[src/rtl/hier_seq_pkg.sv]
// Shared types and helpers for the hierarchy child sequencer.
package hier_seq_pkg;

  typedef enum logic [2:0] {IDLE, LAUNCH, WAIT, NEXT, FINISH} seq_state_e;

  typedef enum logic {SEQ_MODE_SERIAL, SEQ_MODE_PARALLEL} seq_mode_e;

  // Widest child vector the priority encoder handles.
  localparam int unsigned MaxChild = 32;

  function automatic int unsigned lowest_set_idx(input logic [MaxChild-1:0] vec);
    lowest_set_idx = 0;
    for (int i = int'(MaxChild) - 1; i >= 0; i--) begin
      if (vec[i]) lowest_set_idx = unsigned'(i);
    end
  endfunction

endpackage

[src/rtl/hier_child_sequencer_if.sv]
// Child-side start/done bus between the sequencer (master) and its children (slave).
interface hier_child_sequencer_if #(
  parameter int unsigned NUM_CHILD = 5
);

  logic [NUM_CHILD-1:0] child_start;
  logic [NUM_CHILD-1:0] child_done;

  modport master (output child_start, input child_done);
  modport slave  (input child_start, output child_done);

endinterface

[src/rtl/hier_seq_timeout.sv]
// Loadable down-counter; expire pulses on the last counted cycle while enabled.
module hier_seq_timeout #(
  parameter int unsigned TIMEOUT_CYCLES = 255
) (
  input  logic clk,
  input  logic rst,
  input  logic load_i,
  input  logic clear_i,
  input  logic en_i,
  output logic expire_o
);

  localparam int unsigned CntW = $clog2(TIMEOUT_CYCLES + 1);

  logic [CntW-1:0] cnt_q, cnt_d;

  always_comb begin
    cnt_d = cnt_q;
    if (clear_i) begin
      cnt_d = '0;
    end else if (load_i) begin
      cnt_d = CntW'(TIMEOUT_CYCLES);
    end else if (en_i && (cnt_q != '0)) begin
      cnt_d = cnt_q - 1'b1;
    end
  end

  always_ff @(posedge clk) begin
    if (rst) begin
      cnt_q <= '0;
    end else begin
      cnt_q <= cnt_d;
    end
  end

  assign expire_o = en_i && (cnt_q == CntW'(1));

endmodule

[src/rtl/hier_child_sequencer.sv]
// Start/done orchestrator for NUM_CHILD children, serial or parallel launch.
// Optional per-launch timeout when HIER_SEQ_TIMEOUT_EN is defined. NUM_CHILD must be <= 32.
module hier_child_sequencer
  import hier_seq_pkg::*;
#(
  parameter int unsigned NUM_CHILD      = 5,
  parameter int unsigned TIMEOUT_CYCLES = 255,
  localparam int unsigned IDX_W         = (NUM_CHILD > 1) ? $clog2(NUM_CHILD) : 1
) (
  input  logic                   clk,
  input  logic                   rst,
  input  logic                   start_i,
  input  logic                   mode_i,
  input  logic [NUM_CHILD-1:0]   child_mask_i,
  hier_child_sequencer_if.master child_bus,
  output logic                   busy_o,
  output logic                   done_o,
  output logic                   err_o,
  output logic [IDX_W-1:0]       cur_idx_o
);

  seq_state_e           state_q, state_d;
  seq_mode_e            mode_q, mode_d;
  logic [NUM_CHILD-1:0] pending_q, pending_d;
  logic [IDX_W-1:0]     cur_idx_q, cur_idx_d;
  logic                 err_q, err_d;
  logic [NUM_CHILD-1:0] child_start;
  logic [IDX_W-1:0]     launch_idx;
  logic                 tmo_expire;

  assign launch_idx = IDX_W'(lowest_set_idx(MaxChild'(pending_q)));

`ifdef HIER_SEQ_TIMEOUT_EN
  logic tmo_load, tmo_clear, tmo_en;

  assign tmo_load  = (state_q == LAUNCH);
  assign tmo_en    = (state_q == WAIT);
  assign tmo_clear = (state_q == FINISH);

  hier_seq_timeout #(
    .TIMEOUT_CYCLES(TIMEOUT_CYCLES)
  ) u_timeout (
    .clk     (clk),
    .rst     (rst),
    .load_i  (tmo_load),
    .clear_i (tmo_clear),
    .en_i    (tmo_en),
    .expire_o(tmo_expire)
  );
`else
  logic unused_timeout;

  assign tmo_expire     = 1'b0;
  assign unused_timeout = (TIMEOUT_CYCLES != 0);
`endif

  always_comb begin
    state_d     = state_q;
    mode_d      = mode_q;
    pending_d   = pending_q;
    cur_idx_d   = cur_idx_q;
    err_d       = err_q;
    child_start = '0;

    unique case (state_q)
      IDLE: begin
        if (start_i) begin
          mode_d    = seq_mode_e'(mode_i);
          pending_d = child_mask_i;
          err_d     = 1'b0;
          state_d   = LAUNCH;
        end
      end
      LAUNCH: begin
        // Done pulses seen here are ignored: a child cannot finish in its own launch cycle.
        if (pending_q == '0) begin
          state_d = FINISH;
        end else begin
          state_d = WAIT;
          if (mode_q == SEQ_MODE_SERIAL) begin
            child_start[launch_idx] = 1'b1;
            cur_idx_d               = launch_idx;
          end else begin
            child_start = pending_q;
          end
        end
      end
      WAIT: begin
        if (mode_q == SEQ_MODE_SERIAL) begin
          if (child_bus.child_done[cur_idx_q]) begin
            pending_d[cur_idx_q] = 1'b0;
            state_d              = NEXT;
          end
        end else begin
          pending_d = pending_q & ~child_bus.child_done;
          if (pending_d == '0) state_d = FINISH;
        end
        // A completion in the expiry cycle wins over the timeout.
        if ((state_d == WAIT) && tmo_expire) begin
          err_d     = 1'b1;
          pending_d = '0;
          state_d   = FINISH;
        end
      end
      NEXT: begin
        state_d = (pending_q != '0) ? LAUNCH : FINISH;
      end
      FINISH: begin
        state_d = IDLE;
      end
      default: begin
        state_d = IDLE;
      end
    endcase
  end

  always_ff @(posedge clk) begin
    if (rst) begin
      state_q   <= IDLE;
      mode_q    <= SEQ_MODE_SERIAL;
      pending_q <= '0;
      cur_idx_q <= '0;
      err_q     <= 1'b0;
    end else begin
      state_q   <= state_d;
      mode_q    <= mode_d;
      pending_q <= pending_d;
      cur_idx_q <= cur_idx_d;
      err_q     <= err_d;
    end
  end

  always_comb begin
    cur_idx_o = '0;
    if (mode_q == SEQ_MODE_SERIAL) begin
      if (state_q == LAUNCH) cur_idx_o = launch_idx;
      else if (state_q == WAIT) cur_idx_o = cur_idx_q;
    end
  end

  assign child_bus.child_start = child_start;
  assign busy_o                = (state_q != IDLE);
  assign done_o                = (state_q == FINISH);
  assign err_o                 = err_q;

endmodule
[src/flat_wrapper.sv]
// flat-port wrapper written by rule: the top's interface ports become plain ports
module hier_child_sequencer_flat import hier_seq_pkg::*;
#(
  parameter int unsigned NUM_CHILD      = 5,
  parameter int unsigned TIMEOUT_CYCLES = 255,
  localparam int unsigned IDX_W         = (NUM_CHILD > 1) ? $clog2(NUM_CHILD) : 1
)
  (clk, rst, start_i, mode_i, child_mask_i, busy_o, done_o, err_o, cur_idx_o, child_bus_child_start, child_bus_child_done);
  hier_child_sequencer_if #(.NUM_CHILD(NUM_CHILD)) child_bus_i ();
  input  logic clk;
  input  logic rst;
  input  logic start_i;
  input  logic mode_i;
  input  logic [NUM_CHILD-1:0] child_mask_i;
  output logic busy_o;
  output logic done_o;
  output logic err_o;
  output logic [IDX_W-1:0] cur_idx_o;
  output wire logic [$bits(child_bus_i.child_start)-1:0] child_bus_child_start;
  input wire logic [$bits(child_bus_i.child_done)-1:0] child_bus_child_done;
  assign child_bus_child_start = child_bus_i.child_start;
  assign child_bus_i.child_done = child_bus_child_done;
  hier_child_sequencer #(.NUM_CHILD(NUM_CHILD), .TIMEOUT_CYCLES(TIMEOUT_CYCLES)) u_core (.clk(clk), .rst(rst), .start_i(start_i), .mode_i(mode_i), .child_mask_i(child_mask_i), .child_bus(child_bus_i), .busy_o(busy_o), .done_o(done_o), .err_o(err_o), .cur_idx_o(cur_idx_o));
endmodule
[config.mk]
export PLATFORM = sky130hd
export DESIGN_NAME = hier_child_sequencer_flat
export DESIGN_NICKNAME = d
export VERILOG_FILES = /design/src/rtl/hier_seq_pkg.sv /design/src/rtl/hier_child_sequencer_if.sv /design/src/rtl/hier_seq_timeout.sv /design/src/rtl/hier_child_sequencer.sv /design/src/flat_wrapper.sv
export SDC_FILE = /design/constraint.sdc
export NUM_CORES = 1
export LEC_CHECK = 0
export CAP_MARGIN = 0
export CELL_PAD_IN_SITES_DETAIL_PLACEMENT = 2
export CELL_PAD_IN_SITES_GLOBAL_PLACEMENT = 2
export CORE_ASPECT_RATIO = 1.1
export CORE_MARGIN = 4
export CORE_UTILIZATION = 25
export DETAILED_ROUTE_END_ITERATION = 16
export PLACE_DENSITY_LB_ADDON = 0.1
export SLEW_MARGIN = 20
export SYNTH_ARGS = -nofsm -noshare
export SYNTH_HDL_FRONTEND = slang
export SYNTH_SLANG_ARGS = --single-unit
export TNS_END_PERCENT = 20
[constraint.sdc]
create_clock -name clk -period 1.4 [get_ports clk]
set_input_delay 0.28 -clock clk [delete_from_list [all_inputs] [get_ports clk]]
set_output_delay 0.28 -clock clk [all_outputs]
set_load 0.02 [all_outputs]
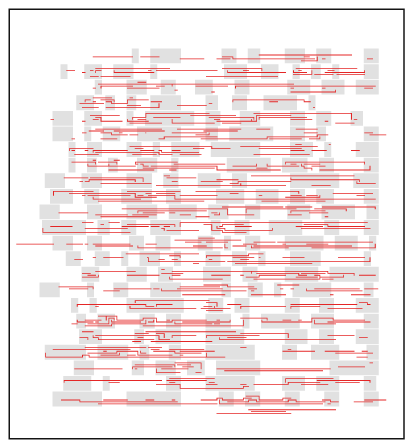
*M1 wires, run 1*
Cells faint in the background.
- longest straight run: 35.0 microns
- wire length on this layer: 2550 microns
- main direction: horizontal
total routed wirelength: 6182 microns
met1 track utilization from global routing: 28.22%
routed vias: 1297

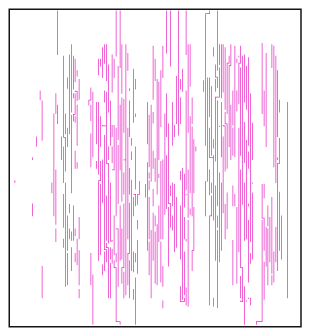
*M2 wires, run 1*
- wire length on this layer: 3140 microns
- share of all routed wire: 51%
- main direction: vertical
met2 Use GR: 41.99%

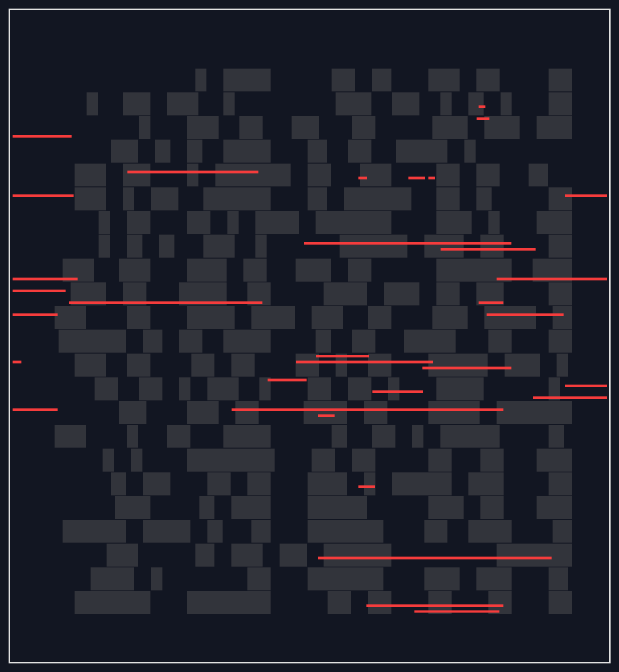
*Metal 3, run 1*
Cells faint in the background.
- share of all routed wire: 4.5%
- main direction: horizontal
- longest straight run: 30.8 microns
GR Util met3: 2.985%

==> COMMIT_EDITMSG, run 1 <==
Record implementation results from latest flow run

- Worst-case register-to-register setup slack: -0.28 ns
- In this run switching power makes up 40.12% of total power.
- Worst reg2reg path depth: 5
* Biggest cell delay along the critical path: 0.36 ns
- The run finished, with violations left.
- Between the synthesized netlist and the finished layout, the area growth was recorded as 92.07%.
* Source-to-sink clock delay at the later pin of the worst-skew pair: 0.24 ns
- Per the CTS log, the maximum H-tree level is 1.
* Asr flop ratio synth: 0%
* Hold Path Stages: 2
- The critical path runs through a total of 5 cells.
* Aoi share: 32.59%
* Net count after synthesis: 137
* Power Combinational: 1.19 mW
- Final worst-path cycle share: 130.3%
* Overflow left after global routing: 0
* Length of the first detailed-routing pass in iterations: 4
- End point of the worst hold path: u_core.cur_idx_q[1]
* Crit end category: output pin
- In the CTS report, the clock slew at the register clock pins of the worst setup and hold paths is listed as 0.06 ns.
* Fmax: ~550 MHz
- At the worst endpoint, the required time is 1.12 ns.
- TritonRoute reported its final design rule violation total as 0.
* Fraction of the yosys area taken by sequential cells: 23.79%
- Per the OpenROAD floorplan log, the width of the die is between 60 and 70 microns.
* Std-Cell Rows: 23
- The synthesis report lists the Yosys warning total as 0.
* Global-route wire length before repair: 8493 microns
* Max-slew violations: 0
- Core area: 3770 sq um
- Origin of the critical flop-to-flop path: u_core.state_q[1]
* Power per cell area: 1022 nW/um^2
* Area of the chip: 5121 sq um
* Crit path setup slack, layout: -0.4248 ns
- Combined area of all synthesized cells: roughly 1000 sq um
- The OpenROAD report gives the critical path a data arrival time of 1.54 ns.
- The number of global-route vias before repair is 1441.
- In this run the worst setup path begins at u_core.state_q[2].
* Most frequent cells in the layout: buf_4, buf_6, nor2_1, clkdlybuf4s50_1
* Floorplan-stage core utilization: 26.78%
- The clock tree has to reach 12 sinks.
- Log Warnings: 29
- The final report lists a non-filler cell total of between 200 and 250.
* Final design utilization: 51.44%
* CTS tree: built
* Proportion of layout cells with a drive suffix above 1: 59.38%
- Mean area per synthesized cell: 8.209 sq um
- Power dissipated by switching net loads: 0.7952 mW
- Most frequent logic cell in the layout: buf_4
- Yosys reports the multiplexer fraction of the synthesized area as 10.04%.
* Violation count after the first detailed-routing iteration: between 60 and 70
- Proportion of power drawn by the clock network: around 17%
- In this run the vertical extent of the chip is 74.66 microns.
- Per the layout area report, the combinational gate area comes to 875.8 sq um.
- The analysis reports a worst IR drop on VDD of approximately 0.4 mV.
- Clock tree synthesis inserted a total of 3 buffers.
* Power of the clock network: 0.330 mW
- The area taken by sequential standard cells is reported as 271.5 sq um.
- HPWL reported at the end of detailed placement: 3452 microns
- Across the run, the number of max-cap violations was 0.
* Number of filler cells placed in the layout: 388
- Cell area after placement: approximately 1600 sq um
- The finished design was reported to have a net count of 208.
- The final reports fail on negative setup slack.
- Port buffering added 23 buffers.
* Fraction of power consumed by sequential logic: 23.5%
- The worst path in the final design needs a cycle of roughly 1.8 ns, including I/O delays and setup.
- Adder share: 0%
- The last timing report of the flow puts the setup violation total at 21.
* Post-Route Setup TNS: -5.366 ns
* Number of enable-type register cells in the synthesized netlist: 0
- Routability-driven placement finished with a final weighted congestion of roughly 0.8.
- The timing report attributes the biggest portion of critical-path delay to simple AND/OR/NAND/NOR gates.
- The analysis attributes to cell leakage a power of 0.8156 nW.
- Worst Path Max Fanout: 4
* Cell total in the yosys stat output: around 120
* Post-Route Hold Slack: approximately 0.65 ns
==> run 1: state kept, by name, summed over array words and instances, names as in the netlist <==
signal / cells
u_core.mode_q: 1
u_core.pending_q: 5
u_core.cur_idx_q: 3
u_core.state_q: 3
==> run 1: synth_stat cells (2+ instances only) <==
cell | number | area share (%)
nor2_1 | 15 | 5.6
dfxtp_1 | 12 | 24
a21oi_1 | 10 | 5.0
inv_1 | 7 | 2.6
nand2_1 | 7 | 2.6
a21boi_0 | 5 | 3.7
buf_2 | 5 | 2.5
mux2_4 | 4 | 5.9
nand2b_1 | 4 | 2.5
o311ai_0 | 4 | 3.5
a22oi_1 | 3 | 2.2
mux2i_1 | 3 | 3.0
o211a_1 | 3 | 3.0
a211oi_1 | 2 | 1.5
a32oi_1 | 2 | 1.7
clkbuf_1 | 2 | 0.74
nor3b_1 | 2 | 1.5
nor3b_2 | 2 | 2.5
nor4_1 | 2 | 1.2
o21ai_1 | 2 | 0.99
==> run 1: timing repair <==
action	in CTS	in global routing
endpoints found under the hold margin	0	0
buffers inserted	9	3
resized	92	20
endpoints found under the setup margin	21	22
pin swaps	12	9
==> run 1: final cells by class <==
type                            instances  share of cell area [%]
Multi-Input combinational cell         94                   45.16
Clock buffer                            3                   2.129
Inverter                                7                   1.355
Sequential cell                        12                   14.00
Timing Repair Buffer                   76                   34.13
Tap cell                               50                   3.226
==> run 1: per-layer routing <==
layer / track usage [%] / share of wire, % / up-vias / wire [microns]
li1: - / - / 588 / -
met4: 5.519 / 3.4 / 0 / 212
met3: 2.985 / 4.5 / 18 / 277
met2: 41.99 / 51 / 39 / 3138
met5: 0 / 0 / - / 0
met1: 28.22 / 41 / 652 / 2554
### Met4 routing, run 1

The bar under the picture is 20 microns long. Cells faint in the background.
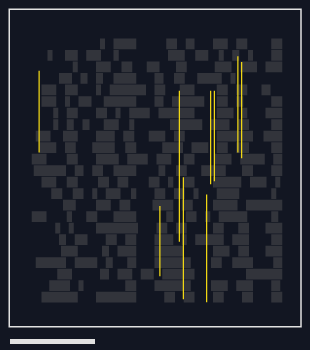

==> inputs of run 2 (changes only) <==
--- a/config.mk
+++ b/config.mk
@@ -12,6 +12,8 @@
 export CORE_MARGIN = 4
 export CORE_UTILIZATION = 25
 export DETAILED_ROUTE_END_ITERATION = 16
+export GPL_ROUTABILITY_DRIVEN = 0
+export MAX_ROUTING_LAYER = met4
 export PLACE_DENSITY_LB_ADDON = 0.1
 export SLEW_MARGIN = 20
 export SYNTH_ARGS = -nofsm -noshare
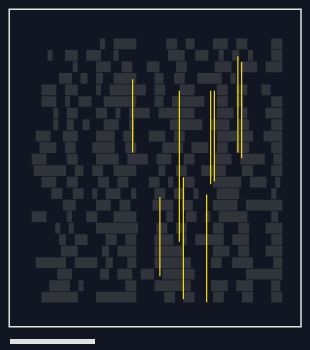
*Met4 routing, run 2*
The bar under the picture is 20 microns long. Cells faint in the background.
- wire length on this layer: 212 microns
- longest straight run: 35.4 microns
- nets with wire on the layer: 9
- main direction: vertical
- share of all routed wire: 3.4%
routed vias: 1341
total routed wirelength: 6200 microns

==> run 2 against run 1 <==
The flow still finishes with violations (negative setup slack). Clock power is 1% higher. First-iteration DRC count fell by 15%. Fmax about the same. Cell count unchanged. Global-route usage is 0.70 points higher. Sequential cell count unchanged. Total power increased by 0.38%. Routed wire length rose by 0.29%. Clock skew is essentially flat.
==> COMMIT_EDITMSG, run 2 <==
Record implementation results from latest flow run

* Total power: 1.990 mW
* Crit end category: output pin
- The post-synthesis async set-or-reset flop share was 0% (unchanged).
- Top post-synthesis cells by area: dfxtp_1, mux2_4, nor2_1, a21oi_1, a21boi_0
* Most frequent cells in the layout: buf_4, buf_6, nor2_1, clkdlybuf4s50_1
* Multi-input combinational cell area: 875.8 sq um (unchanged)
- Layout Cells excl Fill: 242 (unchanged)
- The share of cells above drive strength 1 is 59.38% (unchanged).
- Post-Route Hold Slack: 0.6493 ns (-0.0007000 ns)
* Global-route wire length before repair: 8480 microns (-0.15%)
- Fmax: 548.4 MHz (about the same)
* HPWL reported at the end of detailed placement: 3452 microns (unchanged)
* Met2 Use GR: 41.99% (unchanged)
* Final critical delay including setup and external delays: 1.824 ns (-0.001204 ns)
* Vias in the first global route: 1446 (+0.35%)
* Cell with the most instances after synthesis: nor2_1
- The post-synth design cell area is 1010 sq um (unchanged).
- Final worst-path cycle share: 130.3% (about the same)
* Max reg flops: 5 (unchanged)
* Cell total in the yosys stat output: 123 (unchanged)
- The registers reported with the highest flop counts are u_core.pending_q (5), u_core.cur_idx_q (3), u_core.state_q (3).
- Average vias per placed instance: approximately 5.5
- Vert. Die Dim: 74.66 microns (unchanged)
* Startpoint of the tightest hold check path: u_core.cur_idx_q[1]
* Failing checks: negative setup slack
- Reg-to-reg endpoint: u_core.cur_idx_q[1]
- The flow ran to the end, but the final reports show violations.
- # port buffers: 23 (unchanged)
- The worst setup path is launched from a flop.
- The met3 track utilization from global routing came to 2.687% (-0.30 points).
- The cell leakage power is 0.8156 nW (unchanged).
* Worst-case register-to-register setup slack: -0.28 ns (about the same)
* Core area: 3770 sq um (unchanged)
- The number of cells on the worst hold path was 2 (unchanged).
- Mean area per synthesized cell: 8.209 sq um (unchanged)
- Clock buffer count from CTS: 3 (unchanged)
- The met1 track utilization from global routing was 28.40% (+0.18 points).
- The setup slack after layout came to -0.4236 ns (+0.001204 ns).
- The area after detailed placement is 1593 sq um (unchanged).
- The number of warnings the tools reported came to 29 (unchanged).
* CP arrival: 1.54 ns (about the same)
- Total of max-cap violations: 0 (unchanged)
- Number of filler cells placed in the layout: 388 (unchanged)
- Peak supply drop: 0.4105 mV (+0.12%)
* Origin of the worst setup path: u_core.state_q[2]
* Sequential cell area: 271.5 sq um (unchanged)
* Register containing the most flip-flops in the final layout: u_core.pending_q
* Length of the first detailed-routing pass in iterations: 4 (unchanged)
* Clock transition at path regs: 0.06 ns (about the same)
- Max-slew violations: 0 (unchanged)
* Antenna-violating nets left: 0
- Final design utilization: 51.44% (unchanged)
- Post-layout net count: 208 (unchanged)
- Post-synth top area cell: dfxtp_1
- The synthesized-area fraction occupied by ao, oa, aoi and oai cells came to 32.59% (unchanged).
- The share of synthesized area spent on multiplexers was 10.04% (unchanged).
* Origin of the critical flop-to-flop path: u_core.pending_q[3]
* Worst EP required: 1.12 ns (about the same)
- The depth of the most critical reg-to-reg path is 5 (unchanged).
- The DRC marker count from the first detailed-route iteration is 58 (-15%).
- The number of enable-type register cells in the synthesized netlist is 0 (unchanged).
* Share of the synthesized area in the top cell type: 23.79% (unchanged)
* Adder share: 0% (unchanged)
- Clock sinks: 12 (unchanged)
- Source-to-sink clock delay at the later pin of the worst-skew pair: 0.24 ns (about the same)
- CTS tree: built
* Horizontal die dimension: 68.60 microns (unchanged)
- The final number of setup-violating endpoints came to 21 (unchanged).
* Busiest layer in global routing: met2
* # H-tree levels: 1 (unchanged)
* Floorplan-stage core utilization: 26.78% (unchanged)
* Std-Cell Rows: 23 (unchanged)
- The synthesized netlist has a Yosys-reported chip area of just over 1000 sq um.
* Top post-synthesis cells by count: nor2_1, dfxtp_1, a21oi_1, inv_1, nand2_1
- Counting endpoints that fail hold in the final report gives 0.
- Hold analysis lists the worst path endpoint as u_core.cur_idx_q[1].
- The total die size came to 5121 sq um (unchanged).
- The yosys synthesis warning count is 0 (unchanged).
- Worst Path Max Fanout: 4 (unchanged)
- Post-synthesis to final-layout area growth: 92.07% (unchanged)
- Overflow left after global routing: 0 (unchanged)
* Most frequent logic cell in the layout: buf_4
- Net count after synthesis: 137 (unchanged)
* Fraction of the yosys area taken by sequential cells: 23.79% (unchanged)
- The number of remaining DRC errors came to 0 (unchanged).
- Power per cell area: 1026 nW/um^2 (+0.38%)
- Xor/xnor cell area share of the yosys netlist: 0%
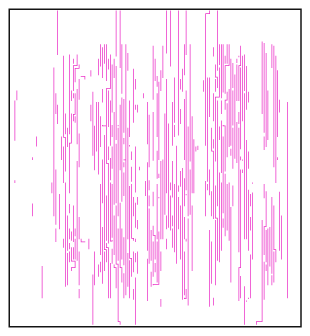
*M2 wires, run 2*
- nets with wire on the layer: 200
- longest straight run: 59.2 microns
- main direction: vertical

run 2: routing by layer:
layer  part of all wire (%)  wire (microns)
met5                      0               0
met4                    3.4             212
met3                    3.9             244
met2                     51            3152
met1                     42            2592
run 2: stage by stage:
step | setup WS, ns | TNS, ns
global placement | -0.5454 | -7.513
finish | -0.4236 | -5.446
CTS | -0.2989 | -3.844
floorplan | -0.01933 | -0.1281
global route | -0.4789 | -6.613
detailed placement | -0.6345 | -8.416
run 2: power breakdown:
part | total [mW] | switching [mW] | internal [mW]
clock | 0.334 | 0.143 | 0.190
combinational | 1.19 | 0.584 | 0.608
sequential | 0.465 | 0.0752 | 0.389
total | 1.99 | 0.803 | 1.19
run 2: worst max-delay path: stages, from the launching register on:
cell     delay [ns]
dfxtp_4        0.36
nor3b_4        0.33
buf_4          0.19
nand2_1        0.11
a21oi_4        0.17
buf_6          0.14
run 2: area by class of cell:
type                            instances  share of cell area (%)
Sequential cell                        12                   14.00
Timing Repair Buffer                   76                   34.13
Inverter                                7                   1.355
Multi-Input combinational cell         94                   45.16
Tap cell                               50                   3.226
Clock buffer                            3                   2.129
run 2: logic make-up after synthesis:
| group | Yosys count |
|---|---|
| AOI/OAI and AO/OA | 41 |
| buffers and inverters | 17 |
| DFF | 12 |
| muxes | 8 |
| other | 1 |
| and+or+nand+nor | 44 |
run 2: repair_timing:
action                                  CTS  global route
gates cloned                              0             0
resized                                  92            20
pin swaps                                12             9
endpoints found under the setup margin   21            22
buffers inserted                          9             3
### Routing congestion, run 2

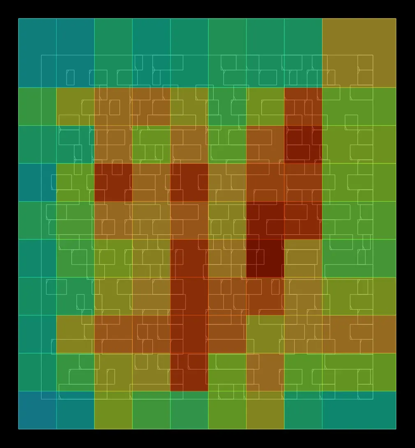

==> inputs of run 3 (changes only) <==
--- a/config.mk
+++ b/config.mk
@@ -10,7 +10,7 @@
 export CELL_PAD_IN_SITES_GLOBAL_PLACEMENT = 2
 export CORE_ASPECT_RATIO = 1.1
 export CORE_MARGIN = 4
-export CORE_UTILIZATION = 25
+export CORE_UTILIZATION = 30
 export DETAILED_ROUTE_END_ITERATION = 16
 export GPL_ROUTABILITY_DRIVEN = 0
 export MAX_ROUTING_LAYER = met4
==> constraint.sdc (replaced) <==
create_clock -name clk -period 2.3 [get_ports clk]
set_input_delay 0.46 -clock clk [delete_from_list [all_inputs] [get_ports clk]]
set_output_delay 0.46 -clock clk [all_outputs]
set_load 0.02 [all_outputs]
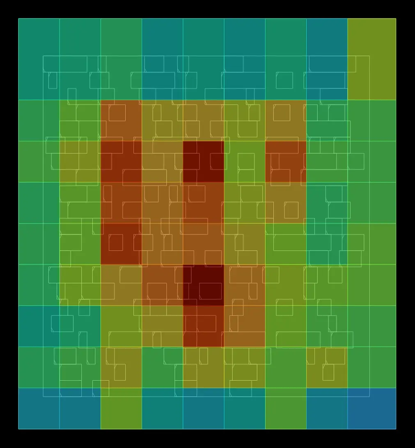
*Routing congestion, run 3*
GRT Overall Usage: 19.04%
GR Util met3: 2.593%
busiest layer in global routing: met2
met1 track utilization from global routing: 19.98%

==> run 3 against run 2 <==
Global-route usage shrank 4.7 points. Area after synthesis is the same. Combinational power shrank 68%. Hold slack lost 0.089 ns. Core utilization shrank 8.5 points. Via count shrank 21%. Sequential share of layout area grew 4.2 points. Clock skew grew 0.0036 ns. Sequential cell count is the same. Critical endpoint is now busy_o. First-iteration DRC count shrank 60%. The run now ends clean.
==> COMMIT_EDITMSG, run 3 <==
Record implementation results from latest flow run

- The share of total power in the clock network is 21.7% (+4.9 points).
- Entering global routing, the biggest net connects 18 pins.
- The flow ran to the end, and the final reports show no timing, DRC or antenna violations.
- Std-Cell Rows: 21 (-8.7%)
* Clock buf count: 4 (+1)
- Max reg flops: 5 (unchanged)
* Worst EP required: 1.84 ns (+0.72 ns)
- The total congestion overflow came to 0 (unchanged).
- Derived from the worst setup path, the maximum achievable clock frequency is 453.5 MHz.
- The TritonCTS sink count came to 12 (unchanged).
* Number of enable-type register cells in the synthesized netlist: 0 (unchanged)
- The capture point of the worst register-to-register path is recorded as u_core.pending_q[4].
* Horizontal die dimension: 63.32 microns (-7.7%)
- CTS tree: built
* Clock buffer count from CTS: 3 (unchanged)
- Peak supply drop: 0.1621 mV (-61%)
- Tap cell count: 34 (-32%)
- The post-synth design cell area was 1010 sq um (unchanged).
- Mean area per synthesized cell: 8.209 sq um (unchanged)
* Total of endpoints with negative setup slack in the final report: 0 (-100%)
- The worst setup path is captured at an output pin.
* Area of the chip: 4359 sq um (-15%)
- End point of the worst hold path: u_core.state_q[1]
- The largest share of the power goes to combinational cells.
- Multi-input combinational cell area: 698.2 sq um (-20%)
* Violation count after the first detailed-routing iteration: 23 (-60%)
* Int Pwr: 0.5112 mW (-57%)
- Number of antenna violations at the first check in global routing: 0
- Remaining routing DRC violations: 0 (unchanged)
- The height of the die was 68.85 microns (-7.8%).
* Number of buffers inserted to repair setup after CTS: 0 (-9)
- The portion of total power attributed to sequential cells came to 33.4% (+10 points).
* Logic gate fraction of the total cell area: 52.00% (+6.8 points)
- Cell with the most instances after synthesis: nor2_1
* Non-clock buffer share: 21.99% (-12 points)
- Post-synth top area cell: dfxtp_1
- Count of buffering cells on the critical path with inverters included: 2 (unchanged)
- Net count after synthesis: 137 (unchanged)
- Final worst-path cycle share: approximately 96%
- The power in sequential cells came to 0.281 mW (-40%).
- The portion of total power attributed to combinational logic came to 45.0% (-15 points).
* Register containing the most flip-flops in the final layout: u_core.pending_q
* Number of synthesis warnings: 0 (unchanged)
- The clock group total power was 0.183 mW (-45%).
- The final timing report derives a shortest allowable period of 2.205 ns.
* Critical Path Start Type: flop
- The CTS H-tree depth was 1 (unchanged).
- The number of signal-net buffers in the layout was 32 (-58%).
- The power density over cell area is 627.9 nW/um^2 (-39%).
- The portion of synthesized cell area occupied by the leading cell type was 23.79% (unchanged).
- Switching fraction of total power: 39.36% (-0.98 points)
- Looking at the critical path, the single cell with the biggest stage delay is clkdlybuf4s50_1.
- The cell count in the Yosys report was 123 (unchanged).
- Floorplan-stage core utilization: 32.29% (+5.5 points)
- HPWL reported at the end of detailed placement: 2887 microns (-16%)
- # port buffers: 23 (unchanged)
- Worst reg2reg path depth: 4 (-1)
- Fraction of the yosys area taken by sequential cells: 23.79% (unchanged)
- Leakage power: 0.5907 nW (-28%)
- Area-dominant cell class after layout: logic gates
- Sorting the synthesized cells by how often they occur yields nor2_1, dfxtp_1, a21oi_1, inv_1, nand2_1.
- The clock input transition at the sequential cells of the worst setup and hold paths came to 0.09 ns (+0.03 ns).
- Worst Path Max Fanout: 11 (+7)
- Top post-synthesis cells by area: dfxtp_1, mux2_4, nor2_1, a21oi_1, a21boi_0
- Hold Path Stages: 1 (-1)
* Hold Fails Final Rpt: 0 (unchanged)
* Total of max-cap violations: 0 (unchanged)
* Origin of the critical flop-to-flop path: u_core.cur_idx_q[0]
- Log Warnings: 26 (-10%)
* Clock-cell share of area: 2.703% (+0.57 points)
- The chip area in the Yosys report is 1010 sq um (unchanged).
* Asr flop ratio synth: 0% (unchanged)
* Count of multi-input combinational gates: 94 (unchanged)
- The flow measured a signed area growth from synthesis to layout of 32.96%.
- On the critical path the largest part of the delay comes from buffers and inverters.
- The power of the combinational group came to 0.379 mW (-68%).
* Total power: 0.8430 mW (-58%)
- The worst reg-to-reg setup slack is 0.53 ns (+0.81 ns).
- The final-report max-slew violation count was 0 (unchanged).
- The number of sequential cells in the layout is 12 (unchanged).
- Inverter tally of the final layout excluding the clock network: 7 (unchanged)
* Average vias per placed instance: 5.787 (+4.4%)
* Post-layout net count: 164 (-21%)
- The clock network latency to the later pin of the worst-skew pair is 0.28 ns (+0.04 ns).
- Most frequent cells in the layout: nor2_1, clkdlybuf4s50_1, a21oi_1
- Vias in the first global route: 1210 (-16%)
- Proportion of layout cells with a drive suffix above 1: 20.13% (-39 points)
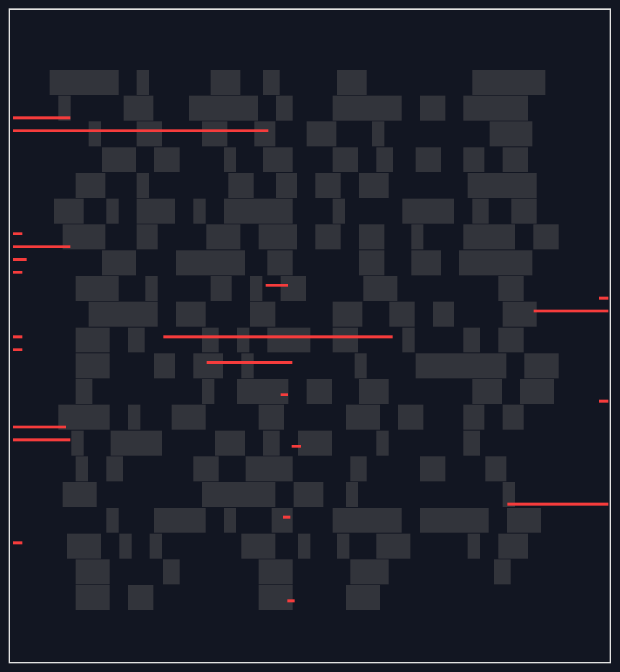
*Metal 3, run 3*
Cells faint in the background.
- longest straight run: 26.7 microns
- share of all routed wire: 2.9%
- main direction: horizontal
- wire length on this layer: 109 microns
- nets with wire on the layer: 19
routed vias: 1059
total routed wirelength: 3709 microns

run 3: netlist changes by cell type in the layout (fill, tap and decap cells not counted), moves of 4 or more:
cell / previous run / this run
buf_4: 46 / 9
buf_6: 15 / 0
dfxtp_1: 1 / 9
dfxtp_4: 7 / 0
clkdlybuf4s50_1: 11 / 15
dlygate4sd2_1: 2 / 6
nor2_1: 11 / 15
nor2_2: 4 / 0
run 3: through the flow:
step	hold WS [ns]	cell area, sq um	utilization [%]	instances
5_1_grt	0.5805	1343	42.94	183
2_1_floorplan	0.5173	1010	-	123
4_1_cts	0.5594	1334	42.66	183
3_5_place_dp	0.5855	1295	41.42	179
6_report	0.5607	1343	42.94	183
3_3_place_gp	0.5584	1295	41.42	179
run 3: worst max-delay path by stage:
stage                        start                  endpoint  slack (ns)  depth (start not counted)
2_1_floorplan    u_core.state_q[0]              cur_idx_o[2]        0.53                          4
3_3_place_gp   u_core.pending_q[2]  child_bus_child_start[4]        0.18                          3
3_5_place_dp     u_core.state_q[1]              cur_idx_o[0]        0.12                          4
4_1_cts          u_core.state_q[0]  child_bus_child_start[1]        0.03                          4
5_1_grt        u_core.pending_q[3]              cur_idx_o[2]       0.003                          5
6_report         u_core.state_q[0]                    busy_o         0.1                          3
run 3: kinds of logic (layout without fill, tap and decap cells):
kind of cell	after synthesis	in the layout	share of synthesized area [%]
compound gates	41	41	32.59
buf+inv	17	43	8.055
flops	12	12	23.79
mux	8	8	10.04
other cells	1	1	0.3714
simple gates	44	44	25.15
run 3: layer usage:
| layer | GRT usage [%] | routed length [microns] | up-vias |
|---|---|---|---|
| li1 | - | - | 502 |
| met1 | 19.98 | 1516 | 528 |
| met2 | 36.50 | 2038 | 23 |
| met3 | 2.593 | 109 | 6 |
| met4 | 8.086 | 45 | 0 |
| met5 | - | 0 | - |
No activity file was given, so power comes from the tool's default toggle rates.
